<file path="src/rtl/csa_pkg.sv">
// Shared types and sizing helpers for the carry-save select result path.
// Stages that size themselves off the select/MAC result width import this package.
package csa_pkg;

    typedef enum logic [1:0] {
        EMPTY   = 2'd0,
        PARTIAL = 2'd1,
        DONE    = 2'd2
    } csa_acc_state_e;

    // A sum of len values, each bw bits wide, fits in bw + clog2(len) bits.
    function automatic int acc_width(input int bw, input int len);
        return bw + $clog2(len);
    endfunction

endpackage

</file>
<file path="src/rtl/csa_out_reg.sv">
// Valid/ready holding register for a completed frame sum and its sample count.
// A load is only issued when the slot is empty or draining this cycle.
module csa_out_reg #(
    parameter int SUM_W = 10,
    parameter int CNT_W = 3
) (
    input  logic             clk,
    input  logic             rst,
    input  logic             load,
    input  logic [SUM_W-1:0] load_sum,
    input  logic [CNT_W-1:0] load_count,
    input  logic             out_ready,
    output logic             out_valid,
    output logic [SUM_W-1:0] out_sum,
    output logic [CNT_W-1:0] out_count
);

    logic             valid_reg;
    logic [SUM_W-1:0] sum_reg;
    logic [CNT_W-1:0] count_reg;

    always_ff @(posedge clk) begin
        if (rst) begin
            valid_reg <= 1'b0;
            sum_reg   <= '0;
            count_reg <= '0;
        end else if (load) begin
            // A new frame replaces the one leaving in the same cycle.
            valid_reg <= 1'b1;
            sum_reg   <= load_sum;
            count_reg <= load_count;
        end else if (valid_reg && out_ready) begin
            valid_reg <= 1'b0;
        end
    end

    assign out_valid = valid_reg;
    assign out_sum   = sum_reg;
    assign out_count = count_reg;

endmodule

</file>
<file path="src/rtl/csa_result_accumulator.sv">
// Sums consecutive select/MAC results into frames of up to LEN samples and
// presents each frame sum and sample count on a valid/ready output.
module csa_result_accumulator
    import csa_pkg::*;
#(
    parameter int BW    = 8,
    parameter int LEN   = 4,
    parameter int ACC_W = acc_width(BW, LEN),
    parameter int CNT_W = $clog2(LEN + 1)
) (
    input  logic             clk,
    input  logic             rst,
    input  logic             in_valid,
    output logic             in_ready,
    input  logic [BW-1:0]    in_res,
    input  logic             in_last,
    output logic             out_valid,
    input  logic             out_ready,
    output logic [ACC_W-1:0] out_sum,
    output logic [CNT_W-1:0] out_count
);

    csa_acc_state_e state_reg, state_next;

    logic [ACC_W-1:0] acc_reg, acc_next;
    logic [CNT_W-1:0] cnt_reg, cnt_next;
    logic [ACC_W-1:0] res_ext;
    logic [ACC_W-1:0] sum_next;
    logic [CNT_W-1:0] cnt_inc;
    logic             accept;
    logic             close;
    logic             transfer;

    assign in_ready = !out_valid || out_ready;
    assign accept   = in_valid && in_ready;
    assign transfer = out_valid && out_ready;

    // Gate on in_valid so an undriven in_res never reaches the accumulator.
    assign res_ext  = in_valid ? ACC_W'(in_res) : '0;
    assign sum_next = acc_reg + res_ext;
    assign cnt_inc  = cnt_reg + CNT_W'(1);
    assign close    = accept && (in_last || (cnt_inc == CNT_W'(LEN)));

    always_comb begin
        acc_next = acc_reg;
        cnt_next = cnt_reg;
        if (close) begin
            acc_next = '0;
            cnt_next = '0;
        end else if (accept) begin
            acc_next = sum_next;
            cnt_next = cnt_inc;
        end
    end

    always_ff @(posedge clk) begin
        if (rst) begin
            acc_reg   <= '0;
            cnt_reg   <= '0;
            state_reg <= EMPTY;
        end else begin
            acc_reg   <= acc_next;
            cnt_reg   <= cnt_next;
            state_reg <= state_next;
        end
    end

    always_comb begin
        state_next = state_reg;
        unique case (state_reg)
            EMPTY: begin
                if (close)       state_next = DONE;
                else if (accept) state_next = PARTIAL;
            end
            PARTIAL: begin
                if (close) state_next = DONE;
            end
            DONE: begin
                // Accepts only happen here alongside a transfer.
                if (transfer) begin
                    if (close)       state_next = DONE;
                    else if (accept) state_next = PARTIAL;
                    else             state_next = EMPTY;
                end
            end
            default: state_next = EMPTY;
        endcase
    end

    csa_out_reg #(
        .SUM_W(ACC_W),
        .CNT_W(CNT_W)
    ) u_out_reg (
        .clk        (clk),
        .rst        (rst),
        .load       (close),
        .load_sum   (sum_next),
        .load_count (cnt_inc),
        .out_ready  (out_ready),
        .out_valid  (out_valid),
        .out_sum    (out_sum),
        .out_count  (out_count)
    );

endmodule
</file>
<file path="config.mk">
export PLATFORM = sky130hd
export DESIGN_NAME = csa_result_accumulator
export DESIGN_NICKNAME = d
export VERILOG_FILES = /design/src/rtl/csa_pkg.sv /design/src/rtl/csa_out_reg.sv /design/src/rtl/csa_result_accumulator.sv
export SDC_FILE = /design/constraint.sdc
export NUM_CORES = 1
export LEC_CHECK = 0
export CORE_MARGIN = 5
export CORE_UTILIZATION = 51
export DETAILED_ROUTE_END_ITERATION = 8
export PLACE_DENSITY = 0.9
export SLEW_MARGIN = 10
export SYNTH_ARGS = -nofsm -noshare
export SYNTH_HDL_FRONTEND = slang
export SYNTH_SLANG_ARGS = --single-unit
</file>
<file path="constraint.sdc">
create_clock -name clk -period 2.7 [get_ports clk]
set_input_delay 0.54 -clock clk [delete_from_list [all_inputs] [get_ports clk]]
set_output_delay 0.54 -clock clk [all_outputs]
set_load 0.005 [all_outputs]
</file>
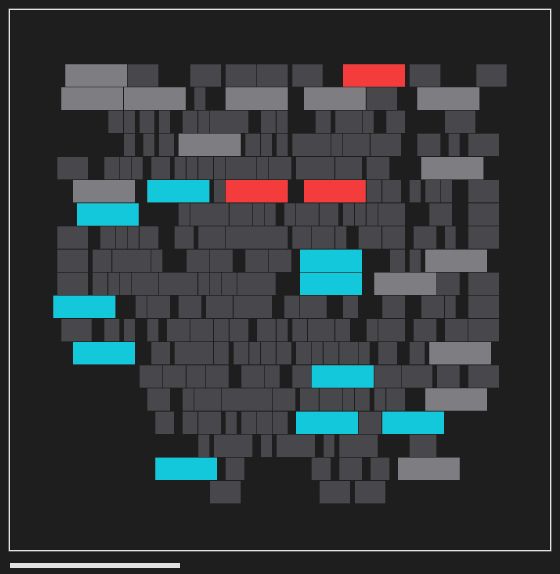
*Where the registers sit, run 1*
Bar = 20 µm.
[cnt_reg] red | sequential cells: 3
[acc_reg] cyan | sequential cells: 10
not coloured: 14

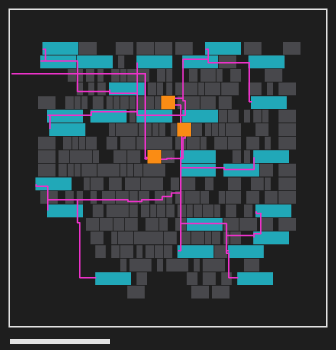
*Clock wires, drivers and flops, run 1*
Bar = 20 µm.
[flip-flops] cyan | count: 27
[clock-net drivers] orange | count: 3
[clock wires] magenta | length: 307 µm
routed clock nets: 4

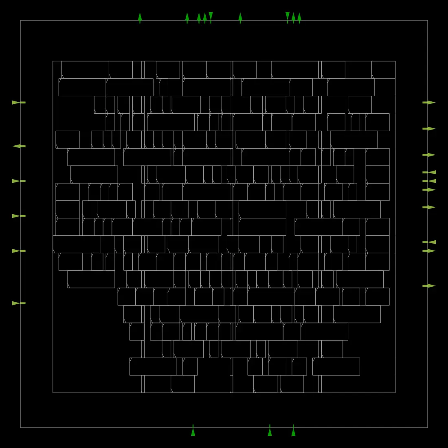
*Cell outlines without signal wires, run 1*
Well Taps: 31
core area: 2760 µm²

-- run 1: critical path, stage by stage --
cell and delay, ns:
clkdlybuf4s50_1 0.52, and2_1 0.21, ha_1 0.29, buf_4 0.14, a21oi_1 0.29, a32oi_2 0.22, nor4b_1 0.18, or3_1 0.36
-- run 1: synth_stat cells --
| library cell | instances | area (µm²) |
|---|---|---|
| a211o_2 | 1 | 10.0 |
| a211oi_1 | 5 | 37.5 |
| a211oi_2 | 1 | 12.5 |
| a21oi_1 | 22 | 110 |
| a31oi_1 | 1 | 6.26 |
| a32oi_2 | 1 | 16.3 |
| and2_1 | 8 | 50.1 |
| buf_1 | 1 | 3.75 |
| buf_2 | 2 | 10.0 |
| clkbuf_1 | 6 | 22.5 |
| dfxtp_1 | 27 | 541 |
| fa_1 | 1 | 20.0 |
| ha_1 | 10 | 125 |
| inv_1 | 5 | 18.8 |
| nand2_1 | 34 | 128 |
| nand2_2 | 1 | 6.26 |
| nand2b_1 | 3 | 18.8 |
| nand3_1 | 4 | 20.0 |
| nand3b_1 | 1 | 7.51 |
| nor2_1 | 14 | 52.6 |
| nor2b_1 | 1 | 6.26 |
| nor3_1 | 2 | 10.0 |
| nor3b_1 | 1 | 7.51 |
| nor4_1 | 1 | 6.26 |
| nor4b_1 | 2 | 17.5 |
| o2111ai_1 | 1 | 8.76 |
| o211ai_1 | 2 | 15.0 |
| o21ai_0 | 5 | 25.0 |
| o21ai_1 | 1 | 5.00 |
| o31ai_1 | 2 | 15.0 |
| or2_2 | 1 | 6.26 |
| or3_1 | 5 | 31.3 |
| xnor2_1 | 3 | 26.3 |
| xor2_1 | 7 | 61.3 |
-- run 1: per-stage QoR --
stage	std cells	setup TNS (ns)	power [W]	setup WS, ns	instance area, µm²
finish	256	0	0.000801	0.177	1920
global route	256	0	0.000852	0.0611	1920
CTS	256	0	0.000809	0.159	1910
detailed placement	252	-1.01	0.000635	-0.192	1890
global placement	252	-0.242	0.000629	-0.0640	1890
floorplan	182	0	0.000540	0.354	1460
-- run 1: layer usage --
metal | vias to the layer above | part of all wire | routed length (µm)
met2 | 42 | 0.50 | 1710
li1 | 711 | - | -
met4 | 0 | 0.0064 | 22
met5 | - | 0 | 0
met1 | 630 | 0.44 | 1490
met3 | 4 | 0.056 | 192
-- run 1: cell usage in the layout (no fill, tap or decap), drive strengths merged, types with 3 or more instances in the layout --
| cell | synthesis | layout |
|---|---|---|
| a211oi | 6 | 6 |
| a21oi | 22 | 22 |
| and2 | 8 | 8 |
| buf | 3 | 21 |
| clkbuf | 6 | 4 |
| clkdlybuf4s50 | 0 | 27 |
| dfxtp | 27 | 27 |
| ha | 10 | 10 |
| inv | 5 | 5 |
| nand2 | 35 | 35 |
| nand2b | 3 | 3 |
| nand3 | 4 | 4 |
| nor2 | 14 | 14 |
| o21ai | 6 | 6 |
| or3 | 5 | 5 |
| xnor2 | 3 | 3 |
| xor2 | 7 | 7 |
-- run 1: where the power goes --
part	internal, W	total, W	switching [W]
clock network	0.0000577	0.000173	0.000116
registers	0.000419	0.000432	0.0000126
logic	0.000102	0.000195	0.0000934
total	0.000579	0.000801	0.000222
==> run notes, run 1 <==
flow finished, numbers: status complete, no violations, Peak Freq about 400 MHz, Pre-Place Util 0.529, filler instances approximately 230, Worst Hold Class register to register, startpoint types input pin, mux share 0, flop count 27, mapped cell area approximately 1500 µm², DR vias/cell 5.42, Root Buffer clkbuf_4, Max-cap violations 0, Initial DRT Pass Iterations 4, Hold Path Depth 2, Critical Path RT about 3 ns, Cells after Synth 182, yosys stat area 1460 µm², worst hold slack ~0.46 ns, Simple-Gate Area Share 0.252, Post-CTS Resized 0, CTS Sinks 27, Hold Buf Count CTS 0, kind of critical path input pin to register, syn_nets approximately 210, #MultiIn Comb ~140, worst-path fanout max 6, die width 63.5 µm, setup bufs post-CTS 0, part of the cycle the worst path needs 0.934, clock latency on the worst-skew pair between 0.3 and 0.4 ns, Final Hold Viols 0, Clk pin slew, worst setup/hold paths roughly 0.15 ns, Yosys Warn Count 0, ANT cells 0, Top class by area combinational gates, clk tree area frac 0.0137, Syn Area/Cell around 8.0 µm², RR Endpoint acc_reg[7], slew margin rel. 0.662, Adder Share, Synth 0.0996, GR peak layer met2, DRT iter0 DRCs ~86, Post-synth seq share 0.371, Dominant comb cell simple AND/OR/NAND/NOR gates, M2 GR Usage 0.317, gpl congestion between 0.8 and 0.9, CTS tree done, post-layout min period about 2.5 ns, crit path DAT between 2 and 3 ns, Routed Antenna Nets 0, Num CTS Buffers 3, IR drop worst, VDD a little under 0.4 mV, layout cells sized above 1 0.133, die extent in y 63.5 µm, largest net degree at the start of global routing 15, number of remaining DRC errors 0, CTS max path bufs 2, Register-to-Register Setup Slack about 0.76 ns, flop share of the area 0.282, vias in the first global route 1345, initial antenna violation count 0, CP startpoint in_valid, Final non-clock buffer share 0.223, XORs/XNORs by Area 0.0601, post-synthesis cell count from yosys around 180, first-pass GRT wire length 5950 µm, GR Util met3 0.0284, ys flops 27, Cell Type Count 34, fin nets ~250, Ports 28, # H-tree levels 1, Signal buffers between 40 and 50
### Wiring heat map, run 1

13 x 13 tiles, from dark blue (low) to red (high), scaled to the fullest tile. Values are wire area over tile area, all layers added.
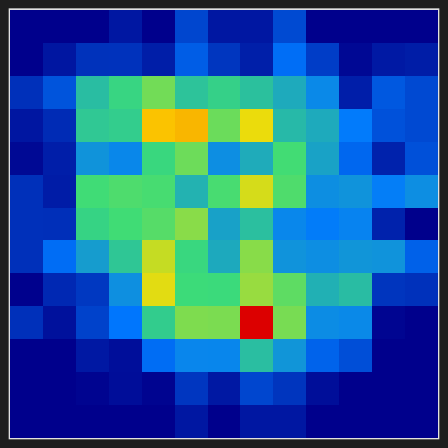

==> run 2, diff against run 1 <==
--- a/config.mk
+++ b/config.mk
@@ -8,6 +8,7 @@
 export CORE_MARGIN = 5
 export CORE_UTILIZATION = 51
 export DETAILED_ROUTE_END_ITERATION = 8
+export MAX_ROUTING_LAYER = met4
 export PLACE_DENSITY = 0.9
 export SLEW_MARGIN = 10
 export SYNTH_ARGS = -nofsm -noshare
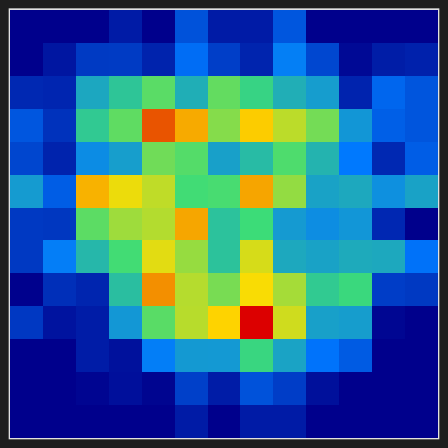
*Wiring heat map, run 2*
13 x 13 tiles, from dark blue (low) to red (high), scaled to the fullest tile. Values are wire area over tile area, all layers added.
mean over tiles: 0.13
tiles over half the peak: 22%
densest ninth of the die: centre
fullest tile: 0.49
emptiest ninth of the die: lower left

==> run 2 against run 1 <==
Net effect: wire length rose by 0.56%; combinational power barely moved; non-clock buffer count did not move; die size did not move; largest cell class unchanged; first-iteration DRC count rose by 3.5%; clock-buffer cell count did not move; clock power barely moved; register-to-register slack barely moved; final area did not move.
==> run notes, run 2 <==
flow finished, numbers: vias in the first global route 1349 (was 1345), Worst Skew 0.0115 ns (was 0.0110 ns), largest net degree at the start of global routing 15 (unchanged), most used logic cell in the final layout nand2_1 (unchanged), GR Util met3 0.0284 (unchanged), startpoint types input pin (unchanged), Ports 28 (unchanged), layout cells sized above 1 0.133 (unchanged), CTS Sinks 27 (unchanged), core area 2760 µm² (unchanged), post-place setup slack -0.192 ns (unchanged), clock latency on the worst-skew pair 0.32 ns (about the same), Root Buffer clkbuf_4 (unchanged), part of the cycle the worst path needs 0.938 (was 0.934), Register-to-Register Setup Slack 0.76 ns (about the same), Finished Cell Area 1920 µm² (unchanged), count leader, synth nand2_1 (unchanged), Largest cells by area dfxtp_1 37%, nand2_1 8.8%, ha_1 8.6%, a21oi_1 7.6%, xor2_1 4.2% (unchanged), die extent in y 63.5 µm (unchanged), Layout Cells excl Fill 256 (unchanged), Post-synth EDFFs 0 (unchanged), Hold Path Depth 2 (unchanged), DP HPWL 2730 µm (unchanged), worst-path fanout max 6 (unchanged), initial antenna violation count 0 (unchanged), Synth top area share 0.371 (unchanged), fin nets 250 (unchanged), Post-CTS Resized 0 (unchanged), Cell Type Count 34 (unchanged), Pre-Place Util 0.529 (unchanged), slew margin rel. 0.666 (was 0.662), area leader, netlist dfxtp_1 (unchanged), M2 GR Usage 0.317 (unchanged), Post-DP Area 1890 µm² (unchanged), Cells after Synth 182 (unchanged), ANT cells 0 (unchanged), setup tns final 0 ns (unchanged), Clk pin slew, worst setup/hold paths 0.15 ns (about the same), yosys stat area 1460 µm² (unchanged), # H-tree levels 1 (unchanged), first-pass GRT wire length 5930 µm (was 5950 µm), setup bufs post-CTS 0 (unchanged), Final Hold Viols 0 (unchanged), die width 63.5 µm (unchanged), filler instances 232 (unchanged), status complete, no violations (unchanged), Cells after DPL 252 (unchanged), Syn Area/Cell 8.01 µm² (unchanged), Vias 1388 (was 1387), number of remaining DRC errors 0 (unchanged), Top FF cell, synth dfxtp_1 (unchanged), Num CTS Buffers 3 (unchanged), syn_nets 206 (unchanged), RR Endpoint acc_reg[7] (unchanged), CTS tree done (unchanged), DR vias/cell 5.42 (about the same), Top Layout Cells 34 x nand2_1, 27 x dfxtp_1, 27 x clkdlybuf4s50_1 (unchanged), ys flops 27 (unchanged), IR drop worst, VDD 0.398 mV (was 0.397 mV), top cells by count 34 x nand2_1, 27 x dfxtp_1, 22 x a21oi_1 (unchanged), worst hold slack 0.463 ns (about the same), crit path DAT 2.76 ns (was 2.75 ns), mapped cell area 1460 µm² (unchanged), kind of critical path input pin to register (unchanged), Initial DRT Pass Iterations 4 (unchanged), post-layout min period 2.53 ns (was 2.52 ns), Worst Tran Pin Value 0.501 ns (was 0.506 ns), LEAKAGE 0.760 nW (unchanged), ys async rst share 0 (unchanged), Routed Antenna Nets 0 (unchanged), post-synthesis cell count from yosys 182 (unchanged), Worst Hold Class register to register (unchanged), GR peak layer met2 (unchanged), CTS max path bufs 2 (unchanged), Peak Freq 395 MHz (was 396 MHz), DRT iter0 DRCs 89 (was 86), Layout area overhead 31.7% (unchanged), Post-synth seq share 0.371 (unchanged), Max-cap violations 0 (unchanged), Critical Path RT 2.93 ns (about the same)
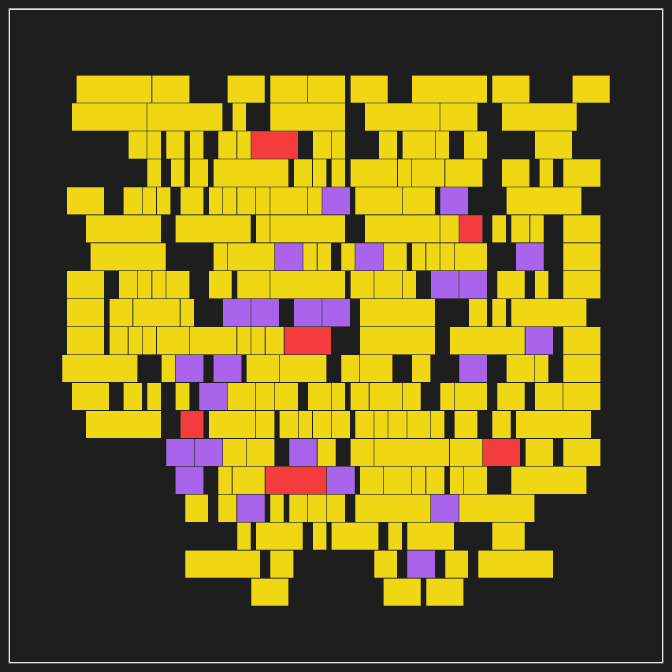
*Cells by drive strength, run 2*
[x2] red | cells: 6 | share: 2.7%
[x3 and x4] purple | cells: 24 | share: 11%
[x1 and smaller] yellow | cells: 195 | share: 87%

==> run 2: cell counts in the layout (fill, tap and decap cells not counted) <==
Identical to the previous run, type by type.
==> run 2: logic make-up after synthesis <==
family / Yosys count / synth area share
fa+ha+maj: 11 / 0.0996
xor+xnor: 10 / 0.0601
flops: 27 / 0.371
compound gates: 42 / 0.179
simple gates: 78 / 0.252
buf+inv: 14 / 0.0378
==> run 2: worst max path at each step <==
stage                     cells after the start          to  slack (ns)      from
after CTS                                    10  acc_reg[8]        0.16  in_valid
after global routing                         10  acc_reg[8]        0.06  in_valid
after global placement                        8  acc_reg[7]       -0.06  in_valid
after floorplan                               8  acc_reg[7]        0.35  in_valid
after detailed placement                     10  acc_reg[8]       -0.19  in_valid
final                                         8  acc_reg[7]        0.17  in_valid
==> run 2: final cells by class <==
type	count	area, µm²	area share
repair buffers	48	428	0.223
flip-flops and latches	27	541	0.282
inverters	5	18.8	0.00978
well taps	31	38.8	0.0202
multi-input cells	141	867	0.452
clock buffers	4	26.3	0.0137
==> run 2: stage by stage <==
| stage | power, W | util |
|---|---|---|
| 3_5_place_dp | 0.000635 | 0.685 |
| 5_1_grt | 0.000850 | 0.696 |
| 6_report | 0.000802 | 0.696 |
| 3_3_place_gp | 0.000629 | 0.685 |
| 4_1_cts | 0.000809 | 0.694 |
| 2_1_floorplan | 0.000540 | - |
==> run 2: worst max-delay path, cell delays in order <==
cell and delay [ns]:
clkdlybuf4s50_1 0.52, and2_1 0.21, ha_1 0.30, buf_4 0.14, a21oi_1 0.29, a32oi_2 0.22, nor4b_1 0.18, or3_1 0.36
==> run 2: metal layers <==
metal	vias to the layer above	share of wire
met4	0	0.0061
met3	4	0.051
li1	712	-
met2	37	0.50
met5	-	0
met1	635	0.44
==> run 2: where the power goes <==
group	total (W)	internal [W]	switching, W
clock	0.000174	0.0000577	0.000116
sequential	0.000432	0.000419	0.0000126
combinational	0.000196	0.000102	0.0000941
total	0.000802	0.000579	0.000223
==> run 3, diff against run 2 <==
--- a/config.mk
+++ b/config.mk
@@ -10,6 +10,7 @@
 export DETAILED_ROUTE_END_ITERATION = 8
 export MAX_ROUTING_LAYER = met4
 export PLACE_DENSITY = 0.9
+export SETUP_SLACK_MARGIN = 0.3
 export SLEW_MARGIN = 10
 export SYNTH_ARGS = -nofsm -noshare
 export SYNTH_HDL_FRONTEND = slang
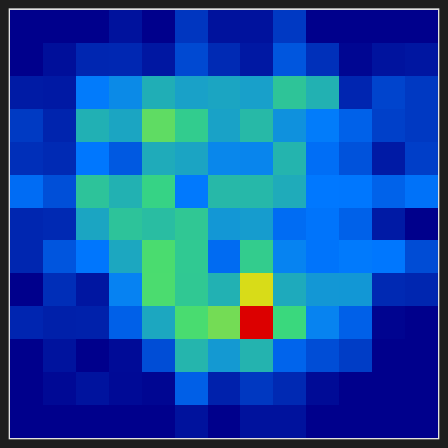
*Wiring heat map, run 3*
13 x 13 tiles, from dark blue (low) to red (high), scaled to the fullest tile. Values are wire area over tile area, all layers added.
tiles over half the peak: 4.1%
emptiest ninth of the die: lower left
fullest tile: 0.73

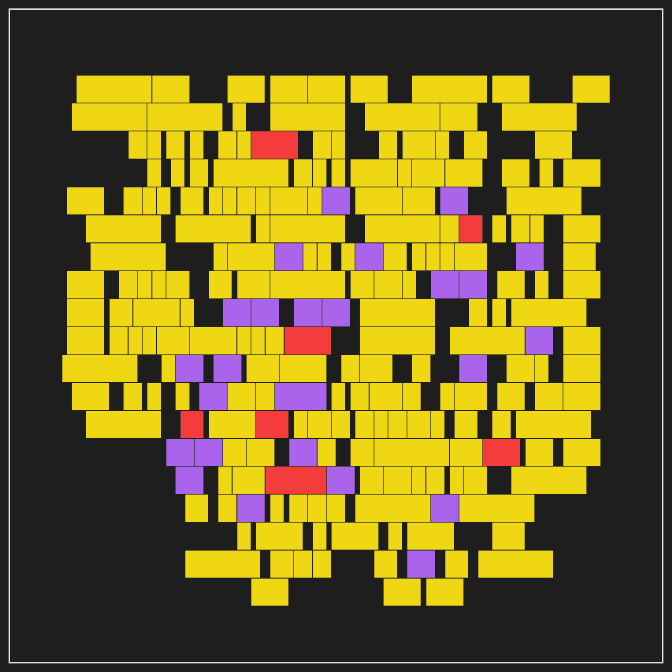
*Cells by drive strength, run 3*
[x1 and smaller] yellow | cells: 193 | share: 86%
[x3 and x4] purple | cells: 25 | share: 11%
[x2] red | cells: 7 | share: 3.1%

==> run 3 against run 2 <==
Net effect: power grew 0.47%; combinational power is essentially flat; via count grew 0.72%; die size is the same; wire length grew 2.4%; sequential cell count is the same; clock skew grew 0.0018 ns; clock-buffer cell count is the same; final area grew 0.52%.
==> run notes, run 3 <==
flow finished, numbers: worst-path fanout max 4 (was 6), Peak Freq 426 MHz (was 395 MHz), ys flops 27 (unchanged), CP startpoint in_res[3] (was in_valid), CTS max path bufs 2 (unchanged), Worst Hold Class register to register (unchanged), aoi share 0.179 (unchanged), part of the cycle the worst path needs 0.868 (was 0.938), post-synthesis cell count from yosys 182 (unchanged), Layout area overhead 32.4% (was 31.7%), Num CTS Buffers 3 (unchanged), Register-to-Register Setup Slack 0.77 ns (was 0.76 ns), startpoint types input pin (unchanged), RR Endpoint acc_reg[7] (unchanged), Worst Setup EP acc_reg[7] (unchanged), Worst Tran Pin Value 0.507 ns (was 0.501 ns), ANT cells 0 (unchanged), Final Hold Viols 0 (unchanged), vias in the first global route 1337 (was 1349), Simple-Gate Area Share 0.252 (unchanged), LEAKAGE 0.772 nW (was 0.760 nW), fin nets 250 (unchanged), Synth top area share 0.371 (unchanged), Pre-Place Util 0.529 (unchanged), Yosys Warn Count 0 (unchanged), largest net degree at the start of global routing 15 (unchanged), Worst Skew 0.0133 ns (was 0.0115 ns), Top FF cell, synth dfxtp_1 (unchanged), Ports 28 (unchanged), layout cells sized above 1 0.142 (was 0.133), Routed Antenna Nets 0 (unchanged), area leader, netlist dfxtp_1 (unchanged), most used logic cell in the final layout nand2_1 (unchanged), DRT iter0 DRCs 117 (was 89), status complete, no violations (unchanged), clock latency on the worst-skew pair 0.32 ns (about the same), Initial DRT Pass Iterations 4 (unchanged), worst hold slack 0.464 ns (was 0.463 ns), die extent in y 63.5 µm (unchanged), gpl congestion 0.899 (unchanged), Clk pin slew, worst setup/hold paths 0.15 ns (about the same), # H-tree levels 1 (unchanged), Largest cells by area dfxtp_1 37%, nand2_1 8.8%, ha_1 8.6%, a21oi_1 7.6%, xor2_1 4.2% (unchanged), Max-cap violations 0 (unchanged), DP HPWL 2730 µm (unchanged), Dominant comb cell simple AND/OR/NAND/NOR gates (unchanged), Hold Buf Count CTS 0 (unchanged)
[run 3: per-layer routing]
layer	wire length [µm]	global-route usage	part of all wire
met5	0	-	0
met3	230	0.0284	0.065
met4	22	0.0416	0.0063
met1	1480	0.229	0.42
met2	1780	0.312	0.51
[run 3: what timing repair did]
item / CTS / global route
hold endpoints to repair: 0 / 0
setup endpoints to repair: 9 / 2
gates resized: 2 / 3
pin swaps: 0 / 1
[run 3: power by group]
group          leakage (nW)  internal (W)  switching [W]
registers             0.220      0.000419      0.0000126
logic                 0.537      0.000102      0.0000963
clock network        0.0150     0.0000578       0.000118
total                 0.772      0.000579       0.000226
[run 3: worst min-delay path by stage]
| stage | from | end | slack (ns) | depth (start not counted) |
|---|---|---|---|---|
| final | u_out_reg.out_count[2] | u_out_reg.out_count[2] | 0.46 | 2 |
| after global routing | u_out_reg.out_sum[5] | u_out_reg.out_sum[5] | 0.49 | 2 |
| after CTS | u_out_reg.out_count[2] | u_out_reg.out_count[2] | 0.47 | 2 |
| after detailed placement | u_out_reg.out_count[2] | u_out_reg.out_count[2] | 0.45 | 2 |
| after global placement | u_out_reg.out_count[2] | u_out_reg.out_count[2] | 0.44 | 2 |
| after floorplan | acc_reg[0] | acc_reg[0] | 0.44 | 2 |
[run 3: layout make-up]
class                      instances  area, µm²
multi-input combinational        141        878
clock buffer                       4       26.3
tap                               31       38.8
sequential                        27        541
fill                             232        828
inverter                           5       18.8
timing repair buffer              48        427
[run 3: cell families after synthesis]
family | Yosys count
AND/OR/NAND/NOR | 78
AND-OR/OR-AND | 42
XOR/XNOR | 10
flip-flops | 27
adder cells (fa/ha/maj) | 11
buffers and inverters | 14
[run 3: worst max-delay path: stages]
cell	delay, ns
clkdlybuf4s50_1	0.41
and2_1	0.17
ha_1	0.31
nand2_2	0.06
or3_1	0.39
a32oi_2	0.28
nor3_1	0.08
or3_1	0.34
[run 3: stage by stage]
step                total power, W   util  worst slack, ns  cells  instance area, µm²
floorplan                 0.000540      -            0.354    182                1460
finish                    0.000806  0.700            0.355    256                1930
global route              0.000852  0.700            0.313    256                1930
detailed placement        0.000635  0.685           -0.192    252                1890
CTS                       0.000809  0.696            0.351    256                1920
global placement          0.000629  0.685          -0.0640    252                1890
Power figures rest on the tool's default switching activity, not on a simulated workload.
